`src/rtl/conv_seq_ctrl_pkg.sv`:
```
// Shared types and constants for the convolution sequencer.
package conv_seq_ctrl_pkg;

  // Sequencer states.
  typedef enum logic [2:0] {
    CsIdle,
    CsCheck,
    CsRun,
    CsDrain,
    CsDone
  } cs_state_e;

  // Largest supported stride is 1 << MAX_STRIDE_LOG2.
  localparam int unsigned MAX_STRIDE_LOG2 = 3;
  localparam int unsigned STRIDE_W        = $clog2(MAX_STRIDE_LOG2 + 1);

endpackage

```
`src/rtl/conv_tap_delay.sv`:
```
// Enable-gated shift register that aligns tap framing with SRAM read latency.
module conv_tap_delay #(
  parameter int unsigned Depth = 1,
  parameter int unsigned Width = 16
) (
  input  logic             clk_i,
  input  logic             rst_ni,
  input  logic             en_i,
  input  logic [Width-1:0] d_i,
  output logic [Width-1:0] q_o
);

  logic [Width-1:0] stage_q [Depth];

  // Shift one stage per enabled cycle; a stalled cycle leaves every stage untouched.
  always_ff @(posedge clk_i) begin
    if (!rst_ni) begin
      for (int i = 0; i < int'(Depth); i++) stage_q[i] <= '0;
    end else if (en_i) begin
      stage_q[0] <= d_i;
      for (int i = 1; i < int'(Depth); i++) stage_q[i] <= stage_q[i-1];
    end
  end

  assign q_o = stage_q[Depth-1];

endmodule

```
`src/rtl/conv_seq_ctrl.sv`:
```
// Convolution sequencer: walks pixel -> channel -> kernel row -> kernel col, issuing image and
// weight SRAM reads plus latency-aligned MAC framing and output write addresses.
module conv_seq_ctrl
  import conv_seq_ctrl_pkg::*;
#(
  parameter int unsigned ADDR_WIDTH         = 13,
  parameter int unsigned MAX_CHANNELS       = 64,
  parameter int unsigned NUM_CHANNELS_WIDTH = $clog2(MAX_CHANNELS + 1),
  parameter int unsigned SRAM_LAT           = 1
) (
  input  logic                          clk_i,
  input  logic                          rst_ni,
  input  logic                          start_i,
  input  logic [ADDR_WIDTH-1:0]         img_row_i,
  input  logic [ADDR_WIDTH-1:0]         img_col_i,
  input  logic [ADDR_WIDTH-1:0]         ker_row_i,
  input  logic [ADDR_WIDTH-1:0]         ker_col_i,
  input  logic [NUM_CHANNELS_WIDTH-1:0] num_channels_i,
  input  logic [STRIDE_W-1:0]           stride_log2_i,
  input  logic                          hold_i,
  output logic                          img_rd_en_o,
  output logic [ADDR_WIDTH-1:0]         img_rd_addr_o,
  output logic                          ker_rd_en_o,
  output logic [ADDR_WIDTH-1:0]         ker_rd_addr_o,
  output logic                          mac_en_o,
  output logic                          mac_first_o,
  output logic                          mac_last_o,
  output logic [ADDR_WIDTH-1:0]         out_wr_addr_o,
  output logic [ADDR_WIDTH-1:0]         out_size_o,
  output logic                          busy_o,
  output logic                          done_o,
  output logic                          cfg_err_o
);

  localparam int unsigned AW     = ADDR_WIDTH;
  localparam int unsigned CW     = NUM_CHANNELS_WIDTH;
  localparam int unsigned DrainW = (SRAM_LAT > 1) ? $clog2(SRAM_LAT) : 1;
  localparam int unsigned TapW   = AW + 3;
  localparam logic [AW-1:0] AOne = AW'(1);
  localparam logic [CW-1:0] COne = CW'(1);

  cs_state_e state_q, state_d;

  // Latched metadata.
  logic [AW-1:0]       img_row_q, img_row_d, img_col_q, img_col_d;
  logic [AW-1:0]       ker_row_q, ker_row_d, ker_col_q, ker_col_d;
  logic [CW-1:0]       nch_q, nch_d;
  logic [STRIDE_W-1:0] stride_q, stride_d;

  // Sizes and step values computed once in CHECK.
  logic [AW-1:0] out_rows_q, out_rows_d, out_cols_q, out_cols_d;
  logic [AW-1:0] plane_q, plane_d, row_step_q, row_step_d, col_step_q, col_step_d;
  logic [AW-1:0] out_size_q, out_size_d;

  // Loop counters.
  logic [AW-1:0] kc_q, kc_d, kr_q, kr_d, ocol_q, ocol_d, orow_q, orow_d;
  logic [CW-1:0] ch_q, ch_d;

  // Incremental address components: image address is their sum; the weight address and the
  // output address are plain running counts.
  logic [AW-1:0] ch_base_q, ch_base_d, kr_off_q, kr_off_d;
  logic [AW-1:0] row_base_q, row_base_d, col_base_q, col_base_d;
  logic [AW-1:0] tap_q, tap_d, pix_q, pix_d;

  logic [DrainW-1:0] drain_q, drain_d;
  logic              cfg_err_q, cfg_err_d;

  logic rd_en, cfg_bad;
  logic kc_wrap, kr_wrap, ch_wrap, ocol_wrap, orow_wrap, tap_first, tap_last;
  logic [TapW-1:0] tap_in, tap_out;

  assign kc_wrap   = (kc_q == ker_col_q - AOne);
  assign kr_wrap   = (kr_q == ker_row_q - AOne);
  assign ch_wrap   = (ch_q == nch_q - COne);
  assign ocol_wrap = (ocol_q == out_cols_q - AOne);
  assign orow_wrap = (orow_q == out_rows_q - AOne);
  assign tap_first = (ch_q == '0) && (kr_q == '0) && (kc_q == '0);
  assign tap_last  = kc_wrap && kr_wrap && ch_wrap;

  assign cfg_bad = (img_row_q == '0) || (img_col_q == '0) || (ker_row_q == '0) ||
                   (ker_col_q == '0) || (nch_q == '0) || (ker_row_q > img_row_q) ||
                   (ker_col_q > img_col_q) || (nch_q > CW'(MAX_CHANNELS));

  // State register and all datapath registers.
  always_ff @(posedge clk_i) begin
    if (!rst_ni) begin
      state_q    <= CsIdle;
      img_row_q  <= '0;
      img_col_q  <= '0;
      ker_row_q  <= '0;
      ker_col_q  <= '0;
      nch_q      <= '0;
      stride_q   <= '0;
      out_rows_q <= '0;
      out_cols_q <= '0;
      plane_q    <= '0;
      row_step_q <= '0;
      col_step_q <= '0;
      out_size_q <= '0;
      kc_q       <= '0;
      kr_q       <= '0;
      ch_q       <= '0;
      ocol_q     <= '0;
      orow_q     <= '0;
      ch_base_q  <= '0;
      kr_off_q   <= '0;
      row_base_q <= '0;
      col_base_q <= '0;
      tap_q      <= '0;
      pix_q      <= '0;
      drain_q    <= '0;
      cfg_err_q  <= 1'b0;
    end else begin
      state_q    <= state_d;
      img_row_q  <= img_row_d;
      img_col_q  <= img_col_d;
      ker_row_q  <= ker_row_d;
      ker_col_q  <= ker_col_d;
      nch_q      <= nch_d;
      stride_q   <= stride_d;
      out_rows_q <= out_rows_d;
      out_cols_q <= out_cols_d;
      plane_q    <= plane_d;
      row_step_q <= row_step_d;
      col_step_q <= col_step_d;
      out_size_q <= out_size_d;
      kc_q       <= kc_d;
      kr_q       <= kr_d;
      ch_q       <= ch_d;
      ocol_q     <= ocol_d;
      orow_q     <= orow_d;
      ch_base_q  <= ch_base_d;
      kr_off_q   <= kr_off_d;
      row_base_q <= row_base_d;
      col_base_q <= col_base_d;
      tap_q      <= tap_d;
      pix_q      <= pix_d;
      drain_q    <= drain_d;
      cfg_err_q  <= cfg_err_d;
    end
  end

  // Next-state logic: metadata capture, one-time sizing, and the nested tap walk.
  always_comb begin
    state_d    = state_q;
    img_row_d  = img_row_q;
    img_col_d  = img_col_q;
    ker_row_d  = ker_row_q;
    ker_col_d  = ker_col_q;
    nch_d      = nch_q;
    stride_d   = stride_q;
    out_rows_d = out_rows_q;
    out_cols_d = out_cols_q;
    plane_d    = plane_q;
    row_step_d = row_step_q;
    col_step_d = col_step_q;
    out_size_d = out_size_q;
    kc_d       = kc_q;
    kr_d       = kr_q;
    ch_d       = ch_q;
    ocol_d     = ocol_q;
    orow_d     = orow_q;
    ch_base_d  = ch_base_q;
    kr_off_d   = kr_off_q;
    row_base_d = row_base_q;
    col_base_d = col_base_q;
    tap_d      = tap_q;
    pix_d      = pix_q;
    drain_d    = drain_q;
    cfg_err_d  = cfg_err_q;
    rd_en      = 1'b0;

    unique case (state_q)
      CsIdle: begin
        if (start_i) begin
          img_row_d = img_row_i;
          img_col_d = img_col_i;
          ker_row_d = ker_row_i;
          ker_col_d = ker_col_i;
          nch_d     = num_channels_i;
          stride_d  = stride_log2_i;
          cfg_err_d = 1'b0;
          state_d   = CsCheck;
        end
      end
      CsCheck: begin
        out_rows_d = ((img_row_q - ker_row_q) >> stride_q) + AOne;
        out_cols_d = ((img_col_q - ker_col_q) >> stride_q) + AOne;
        plane_d    = img_row_q * img_col_q;
        row_step_d = img_col_q << stride_q;
        col_step_d = AOne << stride_q;
        out_size_d = out_rows_d * out_cols_d;
        kc_d       = '0;
        kr_d       = '0;
        ch_d       = '0;
        ocol_d     = '0;
        orow_d     = '0;
        ch_base_d  = '0;
        kr_off_d   = '0;
        row_base_d = '0;
        col_base_d = '0;
        tap_d      = '0;
        pix_d      = '0;
        drain_d    = '0;
        if (cfg_bad) begin
          cfg_err_d = 1'b1;
          state_d   = CsDone;
        end else begin
          state_d = CsRun;
        end
      end
      CsRun: begin
        rd_en = !hold_i;
        if (!hold_i) begin
          tap_d = tap_q + AOne;
          kc_d  = kc_q + AOne;
          if (kc_wrap) begin
            kc_d     = '0;
            kr_d     = kr_q + AOne;
            kr_off_d = kr_off_q + img_col_q;
            if (kr_wrap) begin
              kr_d      = '0;
              kr_off_d  = '0;
              ch_d      = ch_q + COne;
              ch_base_d = ch_base_q + plane_q;
              if (ch_wrap) begin
                ch_d       = '0;
                ch_base_d  = '0;
                tap_d      = '0;
                pix_d      = pix_q + AOne;
                ocol_d     = ocol_q + AOne;
                col_base_d = col_base_q + col_step_q;
                if (ocol_wrap) begin
                  ocol_d     = '0;
                  col_base_d = '0;
                  orow_d     = orow_q + AOne;
                  row_base_d = row_base_q + row_step_q;
                  if (orow_wrap) state_d = CsDrain;
                end
              end
            end
          end
        end
      end
      CsDrain: begin
        // Only unstalled cycles move the delay line, so only they count toward the drain.
        if (!hold_i) begin
          if (drain_q == DrainW'(SRAM_LAT - 1)) begin
            drain_d = '0;
            state_d = CsDone;
          end else begin
            drain_d = drain_q + DrainW'(1);
          end
        end
      end
      CsDone: begin
        state_d = CsIdle;
      end
      default: begin
        state_d = CsIdle;
      end
    endcase
  end

  assign tap_in = {rd_en, rd_en & tap_first, rd_en & tap_last, pix_q};

  conv_tap_delay #(
    .Depth(SRAM_LAT),
    .Width(TapW)
  ) u_tap_delay (
    .clk_i (clk_i),
    .rst_ni(rst_ni),
    .en_i  (!hold_i),
    .d_i   (tap_in),
    .q_o   (tap_out)
  );

  // Output decode; framing strobes are masked while stalled so a held event is emitted once.
  always_comb begin
    img_rd_en_o   = rd_en;
    ker_rd_en_o   = rd_en;
    img_rd_addr_o = ch_base_q + row_base_q + kr_off_q + col_base_q + kc_q;
    ker_rd_addr_o = tap_q;
    mac_en_o      = tap_out[TapW-1] & !hold_i;
    mac_first_o   = tap_out[TapW-2] & !hold_i;
    mac_last_o    = tap_out[TapW-3] & !hold_i;
    out_wr_addr_o = tap_out[AW-1:0];
    out_size_o    = out_size_q;
    busy_o        = (state_q == CsCheck) || (state_q == CsRun) || (state_q == CsDrain);
    done_o        = (state_q == CsDone);
    cfg_err_o     = cfg_err_q;
  end

endmodule

```
`config.mk`:
```
export PLATFORM = sky130hd
export DESIGN_NAME = conv_seq_ctrl
export DESIGN_NICKNAME = d
export VERILOG_FILES = /design/src/rtl/conv_seq_ctrl_pkg.sv /design/src/rtl/conv_tap_delay.sv /design/src/rtl/conv_seq_ctrl.sv
export SDC_FILE = /design/constraint.sdc
export NUM_CORES = 1
export LEC_CHECK = 0
export CAP_MARGIN = 10
export CORE_MARGIN = 3
export CORE_UTILIZATION = 62
export CTS_CLUSTER_SIZE = 40
export DETAILED_ROUTE_END_ITERATION = 8
export PLACE_DENSITY = 0.82
export SYNTH_ARGS = -nofsm -noshare
export SYNTH_HDL_FRONTEND = slang
export SYNTH_SLANG_ARGS = --single-unit
```
`constraint.sdc`:
```
create_clock -name clk_i -period 10 [get_ports clk_i]
set_input_delay 2 -clock clk_i [delete_from_list [all_inputs] [get_ports clk_i]]
set_output_delay 2 -clock clk_i [all_outputs]
set_load 0.05 [all_outputs]
```
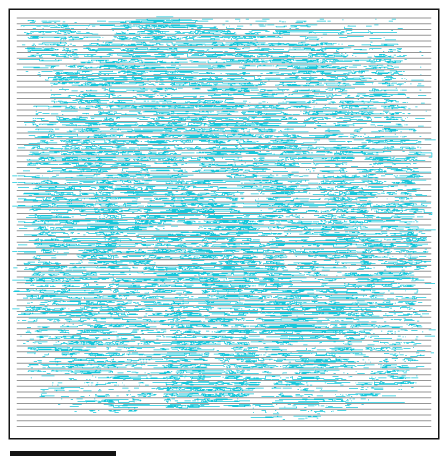
run_1/m1.png
Scale bar: 50 microns. Supply wires on this layer in grey.
3,117 nets have wire on it. The wires run mostly horizontal.

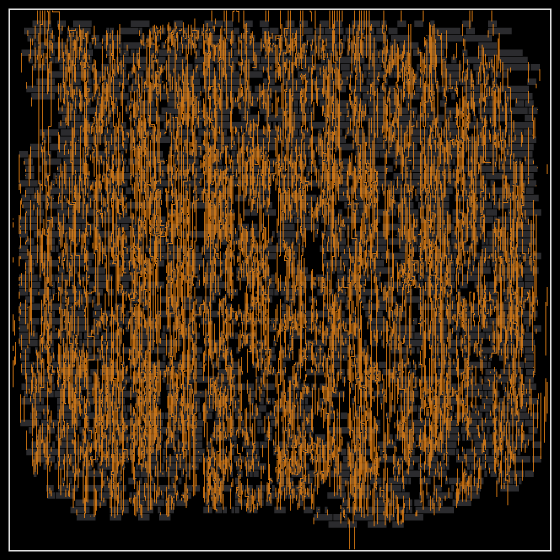
run_1/m2.png
The longest straight run is 94.5 microns. 2,874 nets have wire on it.

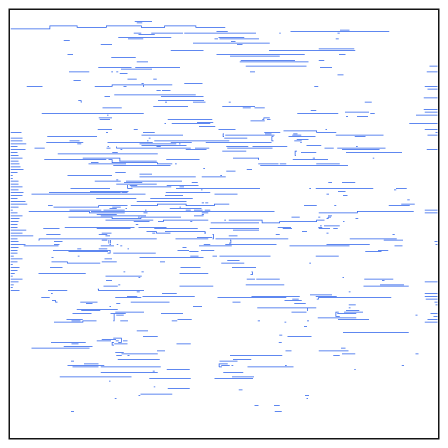
run_1/m3.png
The longest straight run is 86.5 microns. 345 nets have wire on it. The layer holds 7.7% of the routed length.

==> CHANGELOG.md, run 1 <==
### Physical design

- Layout fillers: 3,102
- DP HPWL: 51.95 mm
- Max stage delay cell, worst path: dfxtp_1
- Most frequent cells in the layout: 442 x nand2_1, 269 x dfxtp_1, 252 x a21oi_1
- Chip Area, Yosys: 23,900 sq um
- Worst slew pin tran: 1137 ps
- Post-DRT Antenna Nets: 0
- Routed length per placed instance: 19.16 microns
- Average size of a mapped cell: 8.109 sq um
- Root Driver: clkbuf_16
- Largest net degree at the start of global routing: 74
- Finished Layout Cells: 3,521
- Relative slew slack: 23.90%
- Met3 usage: 4.671%
- Area of the core: 37,840 sq um
- Via count: 21.34k
- Status: finished clean
- Worst Hold Path EP: out_size_o[1]
- Clk pin slew, worst setup/hold paths: 60 ps
- Synth top cells by count: 443 x nand2_1, 271 x dfxtp_1, 252 x a21oi_1
- Setup bufs post-CTS: 0
- Final core occ: 69.99%
- Top class by area: logic gates
- First-pass GRT wire length: 109.2 mm
- Post-layout period usage: 91.59%
- Number of I/O pins: 125
- Area leader share: 22.70%
- FP Util: 63.15%
- DRC viols: 0
- Crit path top cell by count: fa_1
- Worst min path class: flop to flop
- R2R Path End: out_size_o[12]
- Diode count: 0
- NonClk Buf Share: 5.565%
- DRT iter0 DRCs: 1,812
- Most used DFF post-synth: dfxtp_1
- Min Clock Period, post-route: 9159 ps
- Hold path depth: 2
- CP startpoint: img_row_q[0]
- Number of H-tree levels: 2
- Seq/total area: 22.31%
- CP delay by family, top: adder cells
- R2R depth: 36
==> inputs of run 2 (changes only) <==
Settings changed: CORE_MARGIN 3 to 10.
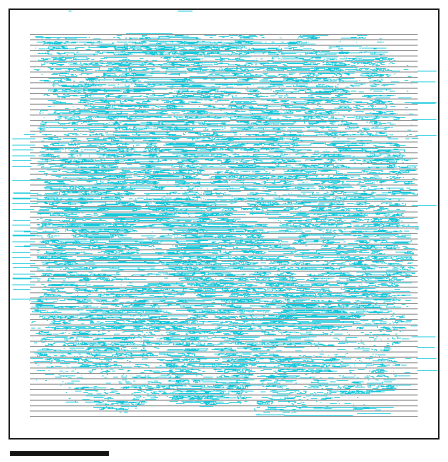
run_2/m1.png
Scale bar: 50 microns. Supply wires on this layer in grey.
grt met1 use: 37.81%
final wirelength: 70.27 mm
via count: 21.30k

==> run 2 against run 1 <==
Cell count increased by 0.11%; first-iteration DRC count increased by 6.2%; sequential share of layout area decreased by 0.085 points.
==> CHANGELOG.md, run 2 <==
### Physical design

- Status: finished clean
- First-pass GRT wire length: 112.6 mm
- DRC viols: 0
- DP HPWL: 53.93 mm
- Finished Layout Cells: 3,525
- Number of H-tree levels: 2
- Setup bufs post-CTS: 0
- Layout fillers: 3,081
- R2R Path End: out_size_o[12]
- Synth top cells by count: 443 x nand2_1, 271 x dfxtp_1, 252 x a21oi_1
- Max stage delay cell, worst path: dfxtp_1
- Root Driver: clkbuf_16
- DRT iter0 DRCs: 1,925
- Yosys top cell by area: dfxtp_1
- Post-DRT Antenna Nets: 0
- Crit path top cell by count: fa_1
- Top class by area: logic gates
- NonClk Buf Share: 5.656%
- CP startpoint: img_row_q[0]
- Seq/total area: 22.22%
- Diode count: 0
- Min Clock Period, post-route: 9367 ps
- Worst min path class: flop to flop
- Hold path depth: 2
- Worst slew pin tran: 1213 ps
- Most used DFF post-synth: dfxtp_1
- Area leader share: 22.70%
- Post-layout period usage: 93.67%
- Area of the core: 37,840 sq um
- Largest net degree at the start of global routing: 87
- CP delay by family, top: adder cells
- Clk pin slew, worst setup/hold paths: 60 ps
- Relative slew slack: 18.82%
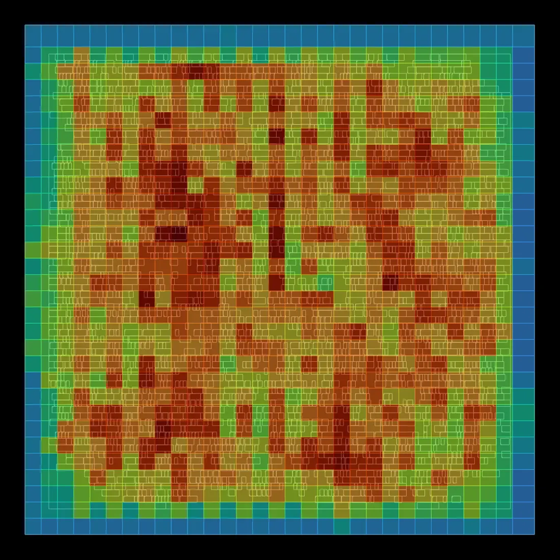
run_2/congestion_map.png
met3 usage: 5.056%
final core occ: 70.26%
GRT busiest layer: met2
met2 usage: 47.86%
routed length per placed instance: 19.93 microns

